## src/rtl/mbldcm_seq_pkg.sv

```systemverilog
// Shared types and helpers for the BLDC open-loop start-up sequencer.
// State encodings double as the oState monitoring code.
package mbldcm_seq_pkg;

  localparam int cDefPwmCounterWidth = 32;
  localparam int cDefDivWidth        = 32;
  localparam int cDefTimerWidth      = 32;
  localparam int cArithWidth         = 64;

  typedef enum logic [2:0] {
    sIdle  = 3'd0,
    sLoad  = 3'd1,
    sAlign = 3'd2,
    sRamp  = 3'd3,
    sRun   = 3'd4
  } seqState_t;

  // value - dec, clamped below at floorVal and never wrapping past zero.
  function automatic logic [cArithWidth-1:0] satSubFloor(
    input logic [cArithWidth-1:0] value,
    input logic [cArithWidth-1:0] dec,
    input logic [cArithWidth-1:0] floorVal
  );
    logic [cArithWidth-1:0] diff;
    diff = (value > dec) ? (value - dec) : '0;
    return (diff < floorVal) ? floorVal : diff;
  endfunction

endpackage

```

## src/rtl/mbldcm_seq_interval_timer.sv

```systemverilog
// Loadable down-counter; oExpire is high for the one cycle in which the count is 1,
// so a load of N gives an expiry N cycles after the load edge.
module mbldcm_seq_interval_timer #(
  parameter int pWidth = 32
) (
  input  logic              iClock,
  input  logic              iReset_n,
  input  logic              iClear,
  input  logic              iLoad,
  input  logic [pWidth-1:0] iLoadValue,
  output logic              oExpire
);

  logic [pWidth-1:0] count;

  always_ff @(posedge iClock or negedge iReset_n) begin
    if (!iReset_n) begin
      count <= '0;
    end else if (iClear) begin
      count <= '0;
    end else if (iLoad) begin
      count <= iLoadValue;
    end else if (count != '0) begin
      count <= count - pWidth'(1);
    end
  end

  assign oExpire = (count == pWidth'(1));

endmodule

```

## src/rtl/mbldcm_startup_sequencer.sv

```systemverilog
// Open-loop align / divider-ramp / run sequencer driving the BLDC core controls.
// Define MBLDCM_SEQ_CMP_RAMP_EN to ramp the PWM compare from CmpAlign to CmpRun during RAMP.
module mbldcm_startup_sequencer
  import mbldcm_seq_pkg::*;
#(
  parameter int pPwmCounterWidth = cDefPwmCounterWidth,
  parameter int pDivWidth        = cDefDivWidth,
  parameter int pTimerWidth      = cDefTimerWidth
) (
  input  logic                        iClock,
  input  logic                        iReset_n,
  input  logic                        iStart,
  input  logic                        iAbort,
  input  logic [2:0]                  iAlignPhase,
  input  logic [pTimerWidth-1:0]      iAlignCycles,
  input  logic [pDivWidth-1:0]        iDivStart,
  input  logic [pDivWidth-1:0]        iDivTarget,
  input  logic [pDivWidth-1:0]        iDivStep,
  input  logic [pTimerWidth-1:0]      iStepInterval,
  input  logic [pPwmCounterWidth-1:0] iCmpAlign,
  input  logic [pPwmCounterWidth-1:0] iCmpRun,
  output logic                        oEnable,
  output logic                        oStop,
  output logic [pDivWidth-1:0]        oDiv,
  output logic [2:0]                  oPhaseUpdate,
  output logic                        oLatchPhaseUpdate,
  output logic [pPwmCounterWidth-1:0] oPwmCmpCnt,
  output logic                        oBusy,
  output logic                        oRunning,
  output logic [2:0]                  oState
);

  seqState_t state, nextState;

  logic [pTimerWidth-1:0]      alignCycles, stepInterval;
  logic [pDivWidth-1:0]        divStart, divTarget, divStep;
  logic [pPwmCounterWidth-1:0] cmpAlign, cmpRun;

  logic startAccept, enterAlign, enterRamp, rampStep, rampDone;
  logic timerClear, alignLoad, stepLoad, alignExpire, stepExpire;
  logic [pDivWidth-1:0]        nextDiv;
  logic [pPwmCounterWidth-1:0] rampEntryCmp;

  // Configuration snapshot taken on the IDLE->LOAD edge; zero step/interval become 1.
  always_ff @(posedge iClock or negedge iReset_n) begin
    if (!iReset_n) begin
      alignCycles  <= '0;
      stepInterval <= '0;
      divStart     <= '0;
      divTarget    <= '0;
      divStep      <= '0;
      cmpAlign     <= '0;
      cmpRun       <= '0;
    end else if (startAccept) begin
      alignCycles  <= iAlignCycles;
      stepInterval <= (iStepInterval == '0) ? pTimerWidth'(1) : iStepInterval;
      divStart     <= iDivStart;
      divTarget    <= iDivTarget;
      divStep      <= (iDivStep == '0) ? pDivWidth'(1) : iDivStep;
      cmpAlign     <= iCmpAlign;
      cmpRun       <= iCmpRun;
    end
  end

  mbldcm_seq_interval_timer #(.pWidth(pTimerWidth)) alignTimer (
    .iClock     (iClock),
    .iReset_n   (iReset_n),
    .iClear     (timerClear),
    .iLoad      (alignLoad),
    .iLoadValue (alignCycles),
    .oExpire    (alignExpire)
  );

  mbldcm_seq_interval_timer #(.pWidth(pTimerWidth)) stepTimer (
    .iClock     (iClock),
    .iReset_n   (iReset_n),
    .iClear     (timerClear),
    .iLoad      (stepLoad),
    .iLoadValue (stepInterval),
    .oExpire    (stepExpire)
  );

`ifdef MBLDCM_SEQ_CMP_RAMP_EN
  logic [pPwmCounterWidth-1:0] cmpToward;
  always_comb begin
    cmpToward = oPwmCmpCnt;
    if (oPwmCmpCnt < cmpRun) begin
      cmpToward = oPwmCmpCnt + pPwmCounterWidth'(1);
    end else if (oPwmCmpCnt > cmpRun) begin
      cmpToward = oPwmCmpCnt - pPwmCounterWidth'(1);
    end
  end
  assign rampEntryCmp = cmpAlign;
  assign rampDone     = (oDiv == divTarget) && (oPwmCmpCnt == cmpRun);
`else
  assign rampEntryCmp = cmpRun;
  assign rampDone     = (oDiv == divTarget);
`endif

  always_comb begin
    nextState = state;
    case (state)
      sIdle:   if (iStart) nextState = sLoad;
      sLoad:   nextState = (alignCycles == '0) ? sRamp : sAlign;
      sAlign:  if (alignExpire) nextState = sRamp;
      sRamp:   if (rampDone) nextState = sRun;
      sRun:    nextState = sRun;
      default: nextState = sIdle;
    endcase
    if (iAbort) nextState = sIdle;
  end

  assign startAccept = (state == sIdle) && (nextState == sLoad);
  assign enterAlign  = (state == sLoad) && (nextState == sAlign);
  assign enterRamp   = (state != sRamp) && (nextState == sRamp);
  assign rampStep    = (state == sRamp) && (nextState == sRamp) && stepExpire;
  assign timerClear  = (nextState == sIdle);
  assign alignLoad   = enterAlign;
  assign stepLoad    = enterRamp || rampStep;
  assign nextDiv     = pDivWidth'(satSubFloor(cArithWidth'(oDiv), cArithWidth'(divStep),
                                              cArithWidth'(divTarget)));

  always_ff @(posedge iClock or negedge iReset_n) begin
    if (!iReset_n) begin
      state <= sIdle;
    end else begin
      state <= nextState;
    end
  end

  // Outputs are registered from nextState so they line up with the state they describe.
  always_ff @(posedge iClock or negedge iReset_n) begin
    if (!iReset_n) begin
      oEnable           <= 1'b0;
      oStop             <= 1'b1;
      oDiv              <= '0;
      oPhaseUpdate      <= '0;
      oLatchPhaseUpdate <= 1'b0;
      oPwmCmpCnt        <= '0;
      oBusy             <= 1'b0;
      oRunning          <= 1'b0;
    end else begin
      oEnable           <= (nextState inside {sAlign, sRamp, sRun});
      oStop             <= !(nextState inside {sRamp, sRun});
      oLatchPhaseUpdate <= (nextState == sLoad);
      oBusy             <= (nextState != sIdle);
      oRunning          <= (nextState == sRun);

      if (startAccept) begin
        oPhaseUpdate <= iAlignPhase;
        oDiv         <= iDivStart;
      end else if (enterRamp) begin
        if (divStart <= divTarget) oDiv <= divTarget;
      end else if (rampStep) begin
        oDiv <= nextDiv;
      end

      if (enterAlign) begin
        oPwmCmpCnt <= cmpAlign;
      end else if (enterRamp) begin
        oPwmCmpCnt <= rampEntryCmp;
`ifdef MBLDCM_SEQ_CMP_RAMP_EN
      end else if (rampStep) begin
        oPwmCmpCnt <= cmpToward;
`endif
      end
    end
  end

  assign oState = state;

endmodule

```

## config.mk

```make
export PLATFORM = sky130hd
export DESIGN_NAME = mbldcm_startup_sequencer
export DESIGN_NICKNAME = d
export VERILOG_FILES = /design/src/rtl/mbldcm_seq_pkg.sv /design/src/rtl/mbldcm_seq_interval_timer.sv /design/src/rtl/mbldcm_startup_sequencer.sv
export SDC_FILE = /design/constraint.sdc
export NUM_CORES = 1
export LEC_CHECK = 0
export ABC_AREA = 1
export CELL_PAD_IN_SITES_DETAIL_PLACEMENT = 0
export CELL_PAD_IN_SITES_GLOBAL_PLACEMENT = 1
export CORE_ASPECT_RATIO = 0.8
export CORE_MARGIN = 10
export CORE_UTILIZATION = 44
export CTS_CLUSTER_SIZE = 25
export DETAILED_ROUTE_END_ITERATION = 8
export PLACE_DENSITY = 0.87
export SYNTH_ARGS = -nofsm -noshare
export SYNTH_HDL_FRONTEND = slang
export SYNTH_SLANG_ARGS = --single-unit
```

## constraint.sdc

```tcl
create_clock -name iClock -period 10.5 [get_ports iClock]
set_clock_uncertainty 0.1 [all_clocks]
set_input_delay 1.575 -clock iClock [delete_from_list [all_inputs] [get_ports iClock]]
set_output_delay 1.575 -clock iClock [all_outputs]
set_load 0.03 [all_outputs]
```

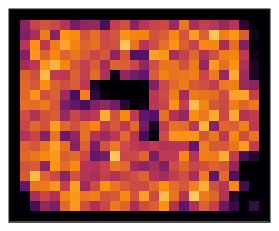
Run 1: local utilization
Drawn at 1 px/um. 26 x 21 tiles, from black (low) to pale yellow (high), 0 to 100% covered.
nearly empty tiles = 21%
mean over tiles = 44%
emptiest ninth of the die = bottom right
densest ninth of the die = right middle
fullest tile = 89%
tiles over 75% full = 9.3%
Core Util, Final: 55.5%
Pre-Place Util: 44.9%
CORE AREA: 44,800 um^2

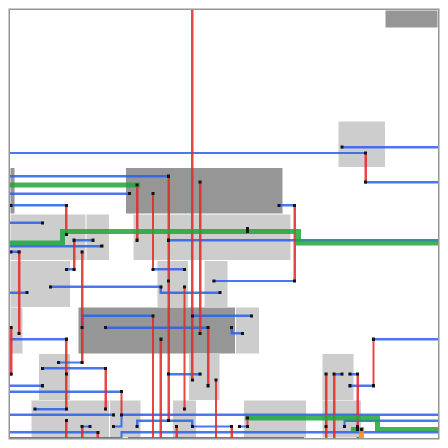
Run 1: close-up of the layout
Window x 117 to 142, y 93 to 118 um. Cells in gray, sequential cells in the stronger gray; small squares are vias.
blue -> met1
red -> met2
green -> met3
orange -> met4
cells with their middle in the window = 19
netlist names of flops here include = cmpRun (1), divStart (1)
sequential cells in the window = 2
most frequent = inv_1 (3), ha_1 (3)

==> run_results.csv, run 1 <==
group,metric,value,unit
critical_path,r2r_slack,5.07,ns
final_timing,fmax,184,MHz
layout,drive_gt1_share,6.02,%
critical_path,r2r-end,"alignTimer.count[5]$_DFFE_PN0P_",
place,hpwl,47600,um
logic_synthesis,avgSynthCellArea,7.90,um^2
clock_tree,post_cts_buffers,0,
critical_path,crit_buf_inv,5,
critical_path,setup.worst_path.class,"reg2reg",
routing,via_per_inst,5.26,
routing,wire_per_inst,19.0,um
logic_synthesis,synthFlopType,"dfrtp_1",
logic_synthesis,synth_flops,363,
final_timing,slew_headroom,31.3,%
logic_synthesis,edf_count,0,
place,portBuffers,305,
logic_synthesis,yosys_area,20100,um^2
power_and_ir_drop,power_density,352,nW/um^2
routing,drc,0,
layout,comb_area,9760,um^2
layout,buffers,317,
routing,wirelength,65300,um
power_and_ir_drop,total_power,0.00875,W
floorplanning,die_area,54700,um^2
critical_path,setup.worst_path.start_class,"flop",
min_path,whs_path_depth,2,
layout,area_dominant_class,"multi-input combinational cells",
critical_path,r2r_cells,17,
layout,clkCellAreaFrac,5.30,%
logic_synthesis,syn-num-nets,2876,
run_status,status,"finished, final reports clean",
final_timing,post-route-min-period,5.43,ns
layout,syn2layout_area_growth,23.7,%
floorplanning,n_tap_cell,603,
layout,comb-cell-share,39.3,%
critical_path,crit_chain,"xnor2_1, nand4_1, nor2_1, nand3_1, nand2_1, nand3_1, nand2_2, inv_2, nor3_4, buf_4, clkinv_2, buf_4, nand3_2, nand2_4, inv_2, o21ai_0, a31oi_1",
global_route,grt_start_max_net_pins,160,
final_timing,worst_slack,5.07,ns
clock_tree,cts_sinks,363,
clock_tree,cts-hold-fix-buffers,0,
final_timing,final-setup-viol-count,0,
final_timing,fin_hold_ws,0.375,ns
clock_tree,cts_max_path_buffers,3,
power_and_ir_drop,power.leakage,12.0,nW
critical_path,path_depth,17,
place,place_ws,4.96,ns
logic_synthesis,synth_cells,2545,
place,placed_cell_area,23500,um^2
final_timing,period_used_share,51.7,%
job,tool_warnings,34,
floorplanning,io_pins,306,
power_and_ir_drop,power_frac_comb,56.8,%
layout,n_antenna_cell,3,
routing,drt-pass1-iter-count,6,
logic_synthesis,ys_warn_count,0,
layout,fillerInstances,4130,
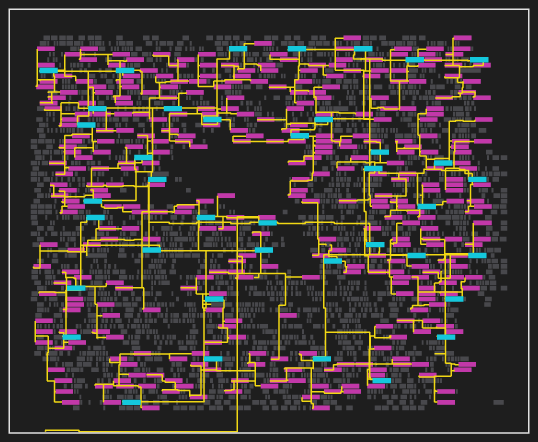
Run 1: clock distribution
Drawn at 2 px/um.
magenta -> flip-flops  # count 363
cyan -> cells driving clock nets  # count 39
yellow -> clock wires  # length 4,980 um
routed clock nets = 40
clk pwr: 0.00143 W
clk latency late pin: 0.55 ns

==> run 1: cell families (layout without fill, tap and decap cells) <==
group / Yosys count / after routing / share of synthesized area (%)
compound gates: 415 / 415 / 11.6
xor+xnor: 86 / 86 / 3.75
fa+ha+maj: 100 / 100 / 6.26
buf+inv: 315 / 592 / 6.31
flops: 363 / 363 / 45.2
other cells: 0 / 3 / 0
simple gates: 1266 / 1266 / 26.9
==> run 1: worst min-delay path, cell delays in order, from the launching register on <==
cell	delay (ns)
dfrtp_1	0.34
nand2_1	0.05
nand2_1	0.05
==> run 1: placed cells by master, fill, tap and decap left out, types with 3 or more instances in the layout <==
cell,Yosys,routed
nand2_1,768,768
dfrtp_1,362,362
clkdlybuf4s50_1,0,304
nor2_1,217,217
inv_1,193,193
o21ai_0,161,161
a21oi_1,158,158
nand3_1,135,135
ha_1,99,99
xnor2_1,61,61
clkbuf_16,0,40
o21ai_1,33,33
nand4_1,32,32
nor4_1,26,26
xor2_1,25,25
nor3_1,22,22
or2_2,18,18
a211oi_2,14,14
inv_2,14,12
buf_4,1,12
a31oi_1,11,11
clkbuf_8,0,10
nor2_2,8,8
nand2_2,9,8
nand3_2,7,7
nand2_4,5,5
clkinv_2,0,5
clkbuf_1,56,5
a21o_1,4,4
nor3_2,4,4
a311oi_1,4,4
a211oi_1,4,4
o22ai_1,4,4
diode_2,0,3
nand3b_1,3,3
clkinv_4,0,3
bufinv_16,0,3
==> run 1: power by group through the flow <==
stage,Sequential [W],Combinational (W),Clock (W)
global route,0.00242,0.00558,0.00152
CTS,0.00235,0.00491,0.00146
detailed placement,0.00236,0.00488,0
finish,0.00236,0.00497,0.00143
floorplan,0.00248,0.00334,0
global placement,0.00235,0.00480,0
==> run 1: through the flow <==
step	cells	util, %
after floorplan	2545	-
after global placement	3358	52.5
after detailed placement	3358	52.5
after CTS	3425	55.5
after global routing	3426	55.5
final	3428	55.5
==> run 1: cell usage after synthesis (3+ instances only) <==
library cell | number | share of area, %
xor2_1 | 25 | 1.1
a31oi_1 | 11 | 0.34
nor3_2 | 4 | 0.20
buf_2 | 41 | 1.0
ha_1 | 99 | 6.2
inv_2 | 14 | 0.26
nand2_1 | 768 | 14
o21ai_1 | 33 | 0.82
nand3_1 | 135 | 3.4
nand4_1 | 32 | 1.0
o21ai_0 | 161 | 4.0
nand2_4 | 5 | 0.28
nor2_2 | 8 | 0.25
nand2_2 | 9 | 0.28
inv_1 | 193 | 3.6
xnor2_1 | 61 | 2.7
nor4_1 | 26 | 0.81
clkbuf_1 | 56 | 1.0
o22ai_1 | 4 | 0.12
nor3_1 | 22 | 0.55
a311oi_1 | 4 | 0.17
a21oi_1 | 158 | 3.9
nand3b_1 | 3 | 0.11
a211oi_2 | 14 | 0.87
a211oi_1 | 4 | 0.15
or2_2 | 18 | 0.56
nand3_2 | 7 | 0.35
buf_1 | 5 | 0.093
dfrtp_1 | 362 | 45
a21o_1 | 4 | 0.15
nor2_1 | 217 | 4.1
buf_6 | 4 | 0.22
==> run 1: routing by layer <==
metal	GRT usage [%]	share of wire (%)	wire, um
met5	0	0.052	34
met4	6.30	2.5	1620
met3	6.47	8.5	5570
met2	34.3	42	27700
met1	33.4	46	30400
Run 1, placed cells, one color a class:
Drawn at 1.5 px/um. Fill, decap, tap and diode cells in gray.
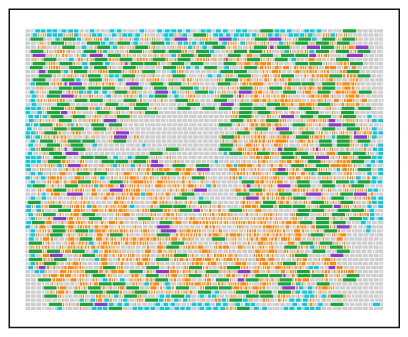

==> run 2, diff against run 1 <==
CORE_UTILIZATION = 37   (was 44)
PLACE_DENSITY = 0.78   (was 0.87)
clock period = 4.9 ns   (was 10.5 ns; I/O delays follow)
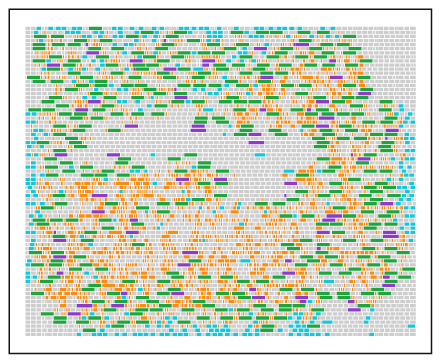
Run 2: placed cells, one color a class
Drawn at 1.5 px/um. Fill, decap, tap and diode cells in gray.
orange -> all other logic  # cells 2,076
cyan -> other buffers and delay cells  # cells 333
purple -> clock drivers and dummy loads  # cells 73
green -> flops  # cells 363
Core Util, Final: 47.4%
CORE AREA: 53,800 um^2
Final Cell Area: 25,500 um^2
number of core rows: 76

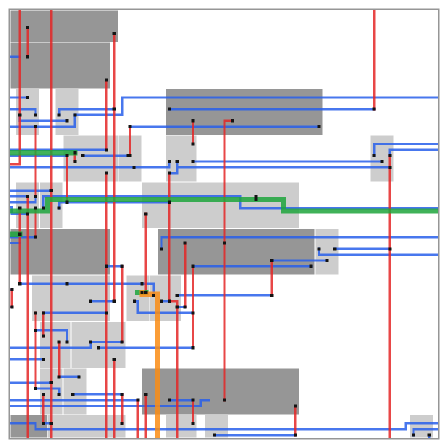
Run 2: close-up of the layout
Window x 128 to 153, y 102 to 127 um. Cells in gray, sequential cells in the stronger gray; small squares are vias.
orange -> met4
blue -> met1
green -> met3
red -> met2
netlist names of flops here include = divTarget (3), divStart (2)
sequential cells in the window = 6
most frequent = nand2_1 (8), dfrtp_1 (6), inv_1 (4)
cells with their middle in the window = 27

==> run_results.csv, run 2 <==
group,metric,value,unit
run_status,status,"finished, final reports clean",
logic_synthesis,syn-num-nets,2876,
clock_tree,cts_sinks,363,
place,portBuffers,305,
critical_path,setup.worst_path.start_class,"flop",
layout,final_common_cell,"nand2_1",
routing,wire_per_inst,19.2,um
critical_path,crit_buf_inv,3,
final_timing,fmax,216,MHz
layout,fin_cells,3548,
final_timing,slew_headroom,21.8,%
clock_tree,cts_made_buffers,42,
final_timing,drv_slew,0,
power_and_ir_drop,p_clk_share,17.7,%
critical_path,r2r_cells,31,
critical_path,r2r_slack,0.28,ns
min_path,min_path_type,"in2async",
clock_tree,cts_tree,"built",
job,tool_warnings,38,
floorplanning,io_pins,306,
final_timing,fin_hold_ws,0.128,ns
routing,met1_length,31800,um
final_timing,worst_pin_slew,1.17,ns
layout,drive_gt1_share,7.42,%
routing,drt-pass1-iter-count,5,
critical_path,crit_fanout,10,
logic_synthesis,ys_seq_share,45.2,%
final_timing,final-setup-viol-count,0,
power_and_ir_drop,power.leakage,12.2,nW
logic_synthesis,synth_cells,2545,
routing,met2WireLength,29900,um
routing,drc,0,
logic_synthesis,ys_cells,2545,
logic_synthesis,post-synth-top-area-cell,"dfrtp_1",
logic_synthesis,synth_cell_types,58,
layout,mostFrequentLayoutCells,"nand2_1 (768), dfrtp_1 (362), clkdlybuf4s50_1 (304)",
logic_synthesis,top_cell,"nand2_1",
power_and_ir_drop,ir_worst_vdd,0.512,mV
logic_synthesis,synthFlopType,"dfrtp_1",
power_and_ir_drop,power_density,772,nW/um^2
layout,fillerInstances,5271,
logic_synthesis,syn_area,20100,um^2
global_route,grt_start_max_net_pins,208,
critical_path,path_depth,31,
place,hpwl,49000,um
critical_path,cp_slowest_cell,"dfrtp_1",
final_timing,post-route-min-period,4.62,ns
job,maxCapViolations,0,
logic_synthesis,synth_flops,363,
critical_path,setup.worst_path.class,"reg2reg",
logic_synthesis,yosys.area.top_type_share,45.1,%
routing,num_vias,18100,
logic_synthesis,edf_count,0,
logic_synthesis,avgSynthCellArea,7.90,um^2
power_and_ir_drop,p_seq_share,25.4,%
clock_tree,cts_max_path_buffers,3,
critical_path,required,5.29,ns
logic_synthesis,yosys-top-cells-count,"nand2_1 (768), dfrtp_1 (362), nor2_1 (217)",
clock_tree,path_clk_slew,0.06,ns
layout,nNetsFinal,3147,
floorplanning,die_area,64100,um^2
clock_tree,cts-root-buf,"clkbuf_16",
final_timing,period_used_share,94.3,%
logic_synthesis,yosys_area,20100,um^2
routing,wirelength,68200,um
logic_synthesis,yosys-top-cells-area,"dfrtp_1 (45%), nand2_1 (14%), ha_1 (6.2%)",
layout,comb_area,9890,um^2
logic_synthesis,ys_warn_count,0,
place,placedCellCount,3469,
final_timing,rsz0062_at_grt,"yes",
final_timing,finalSetupTns,0,ns
floorplanning,fp_util,37.3,%
clock_tree,clock_latency,0.57,ns
layout,syn2layout_area_growth,27.0,%
routing,via_per_inst,5.11,
routing,top_layer,"met5",
power_and_ir_drop,internal_power,0.0105,W
critical_path,cpMostUsedCell,"nand2_1",
power_and_ir_drop,power_frac_comb,56.9,%
global_route,grt_pass1_vias,18000,
routing,wl_met3,5090,um
global_route,antenna_found_initial,3,
logic_synthesis,synthArstFlopShare,100,%
-- run 2: logic make-up (layout without fill, tap and decap cells) --
logic type      Yosys count  in the layout  synth area share, %
compound gates          415            415                 11.6
simple gates           1266           1267                 26.9
other cells               0              1                    0
fa+ha+maj               100            100                 6.26
xor+xnor                 86             86                 3.75
flops                   363            363                 45.2
buf+inv                 315            614                 6.31
-- run 2: final cells by class --
cell class                      count  share of cell area (%)
Multi-Input combinational cell   1868                    38.8
Sequential cell                   363                    35.6
Timing Repair Buffer              333                    13.2
Clock buffer                       58                    4.75
Tap cell                          702                    3.44
Inverter                          208                    3.09
Clock inverter                     15                    1.15
Antenna cell                        1                 0.00981
-- run 2: repair_timing --
item	CTS	global route
hold buffers	0	0
endpoints found under the setup margin	0	32
resized	0	30
buffers inserted	0	4
-- run 2: stage by stage --
stage / setup WS (ns) / instance area, um^2 / total power (W) / utilization, %
final: 0.280 / 25500 / 0.0197 / 47.4
after global routing: -0.0654 / 25500 / 0.0214 / 47.4
after CTS: 0.0377 / 25300 / 0.0193 / 47.1
after detailed placement: 0.0785 / 23800 / 0.0157 / 44.3
after global placement: 0.205 / 23800 / 0.0155 / 44.3
after floorplan: 0.774 / 20100 / 0.0125 / -
-- run 2: path summary, 6_finish.rpt --
path | startpoint | to
setup / recovery | oDiv[2]$_DFFE_PN0P_ | oDiv[7]$_DFFE_PN0P_
hold reg to reg | cmpRun[30]$_DFFE_PN0P_ | cmpRun[30]$_DFFE_PN0P_
max in group asynchronous | iReset_n | divTarget[3]$_DFFE_PN0P_
hold / removal | iReset_n | stepInterval[3]$_DFFE_PN0P_
setup reg to reg | oDiv[2]$_DFFE_PN0P_ | oDiv[7]$_DFFE_PN0P_
min in group iClock | cmpRun[30]$_DFFE_PN0P_ | cmpRun[30]$_DFFE_PN0P_
-- run 2: per-layer routing --
| metal | GRT usage (%) | vias to the layer above |
|---|---|---|
| met5 | 0 | - |
| met4 | 5.17 | 4 |
| met3 | 4.79 | 78 |
| met2 | 31.4 | 496 |
| met1 | 29.4 | 8691 |
| li1 | - | 8852 |
-- run 2: power groups by stage --
stage	Clock (W)	Combinational, W	Sequential [W]
after CTS	0.00357	0.0107	0.00500
after floorplan	0	0.00716	0.00531
final	0.00348	0.0112	0.00501
after detailed placement	0	0.0107	0.00503
after global placement	0	0.0105	0.00501
after global routing	0.00368	0.0126	0.00515
-- run 2: worst reg2reg max path, delay by kind of cell, from the launching register on --
family / cells / cell delay [ns]
flip-flops: 1 / 0.45
AND/OR/NAND/NOR: 21 / 2.11
adder cells (fa/ha/maj): 2 / 0.66
AND-OR/OR-AND: 5 / 0.85
buffers and inverters: 3 / 0.34
Run 2, clock distribution:
Drawn at 2 px/um.
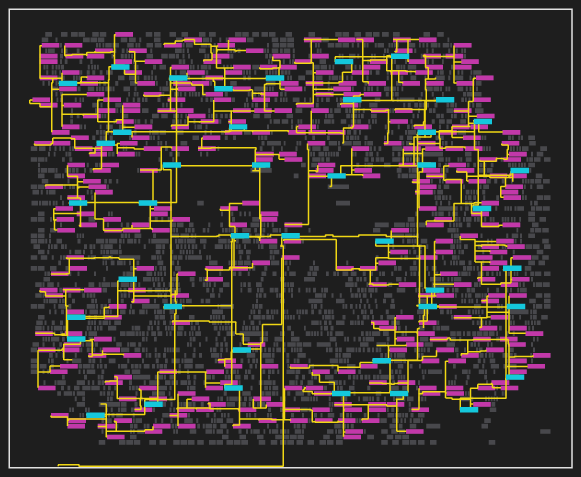

==> run 3, diff against run 2 <==
CTS_CLUSTER_SIZE = unset   (was 25)
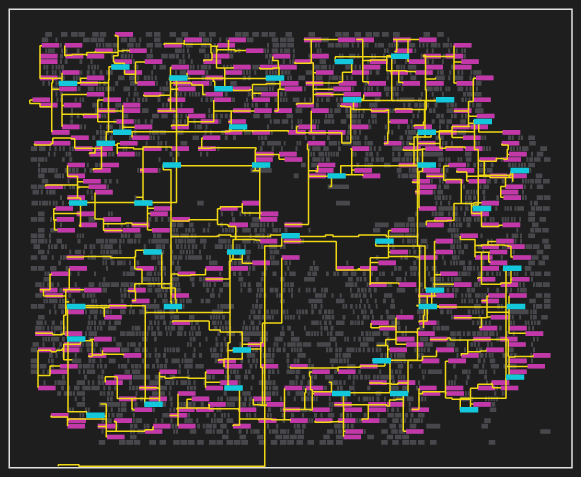
Run 3: clock distribution
Drawn at 2 px/um.
cyan -> cells driving clock nets  # count 42
yellow -> clock wires  # length 5,780 um
magenta -> flip-flops  # count 363
routed clock nets = 43
Clk pwr share: 17.5%
clk latency late pin: 0.57 ns
clk pwr: 0.00344 W

==> run_results.csv, run 3 <==
group,metric,value,unit
run_status,status,"finished, final reports clean",
logic_synthesis,ys_seq_share,45.2,%
routing,wirelength,68100,um
clock_tree,cts_made_buffers,42,
floorplanning,die_area,64100,um^2
critical_path,setup.worst_path.start_class,"flop",
logic_synthesis,edf_count,0,
layout,nNetsFinal,3147,
logic_synthesis,synthFlopType,"dfrtp_1",
critical_path,cpMostUsedCell,"nand2_1",
logic_synthesis,yosys_area,20100,um^2
critical_path,r2r_cells,27,
critical_path,r2r_slack,0.31,ns
final_timing,slew_headroom,24.3,%
routing,via_per_inst,5.12,
final_timing,worst_slack,0.313,ns
critical_path,required,5.29,ns
critical_path,cp_slowest_cell,"dfrtp_1",
layout,fin_util,47.3,%
job,maxCapViolations,0,
logic_synthesis,ys_cells,2545,
logic_synthesis,post-synth-top-area-cell,"dfrtp_1",
final_timing,worst_pin_slew,1.14,ns
clock_tree,path_clk_slew,0.06,ns
critical_path,timing.rr.start,"oDiv[10]$_DFFE_PN0P_",
global_route,grt_pass1_vias,18000,
final_timing,final-setup-viol-count,0,
final_timing,period_used_share,93.6,%
routing,drt-pass1-iter-count,5,
critical_path,crit_buf_inv,2,
critical_path,crit_fanout,16,
routing,drc,0,
logic_synthesis,yosys.area.top_type_share,45.1,%
logic_synthesis,syn_area,20100,um^2
critical_path,path_depth,27,
clock_tree,cts-root-buf,"clkbuf_16",
layout,syn2layout_area_growth,26.8,%
logic_synthesis,synth_cell_types,58,
global_route,grt_start_max_net_pins,208,
place,hpwl,49000,um
routing,num_vias,18200,
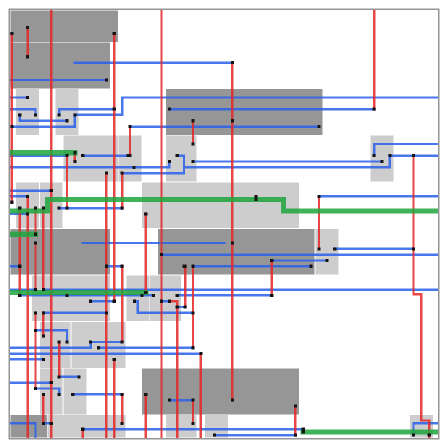
Run 3: close-up of the layout
Window x 128 to 153, y 102 to 127 um. Cells in gray, sequential cells in the stronger gray; small squares are vias.
green -> met3
blue -> met1
red -> met2
sequential cells in the window = 6
netlist names of flops here include = divTarget (3), divStart (2)
most frequent = nand2_1 (8), dfrtp_1 (6), inv_1 (4)
cells with their middle in the window = 27

-- run 3: what timing repair did --
action,4_1_cts,5_1_grt
endpoints found under the setup margin,0,32
buffers inserted,0,4
hold buffers,0,0
resized,0,28
-- run 3: layout make-up --
type	count	area (um^2)	area share, %
Clock inverter	14	267	1.05
Antenna cell	1	2.50	0.00982
Multi-Input combinational cell	1868	9880	38.8
Sequential cell	363	9090	35.7
Tap cell	702	878	3.45
Clock buffer	60	1220	4.78
Timing Repair Buffer	333	3360	13.2
Inverter	208	790	3.10
-- run 3: power by group through the flow --
stage | sequential, W | clock (W) | combinational, W
2_1_floorplan | 0.00531 | 0 | 0.00716
3_3_place_gp | 0.00501 | 0 | 0.0105
3_5_place_dp | 0.00503 | 0 | 0.0107
4_1_cts | 0.00500 | 0.00352 | 0.0107
5_1_grt | 0.00515 | 0.00364 | 0.0126
6_report | 0.00501 | 0.00344 | 0.0112
-- run 3: how the worst max path moves through the flow --
| stage | slack, ns | to |
|---|---|---|
| after global placement | 0.21 | oDiv[2]$_DFFE_PN0P_ |
| after CTS | 0.03 | oDiv[12]$_DFFE_PN0P_ |
| after floorplan | 0.77 | oDiv[7]$_DFFE_PN0P_ |
| after global routing | -0.06 | oDiv[28]$_DFFE_PN0P_ |
| after detailed placement | 0.08 | oDiv[11]$_DFFE_PN0P_ |
| final | 0.31 | oDiv[27]$_DFFE_PN0P_ |
-- run 3: metrics by stage --
| stage | cell area (um^2) | setup TNS (ns) | hold WS (ns) |
|---|---|---|---|
| floorplan | 20100 | 0 | 0.339 |
| global route | 25500 | -1.08 | 0.199 |
| CTS | 25300 | 0 | 0.174 |
| finish | 25500 | 0 | 0.124 |
| detailed placement | 23800 | 0 | 0.360 |
| global placement | 23800 | 0 | 0.358 |
-- run 3: routing by layer --
layer  vias to the layer above  GRT usage (%)  wire (um)
met4                         4           5.40       1510
li1                       8846              -          -
met3                        82           4.95       5200
met1                      8718           29.4      31600
met2                       535           31.3      29800
met5                         -              0         21
-- run 3: cells by family after synthesis --
group	after synthesis	synth area share [%]
flip-flops	363	45.2
buffers and inverters	315	6.31
adder cells (fa/ha/maj)	100	6.26
XOR/XNOR	86	3.75
AND/OR/NAND/NOR	1266	26.9
AND-OR/OR-AND	415	11.6
No activity file was given, so power comes from the tool's default toggle rates.
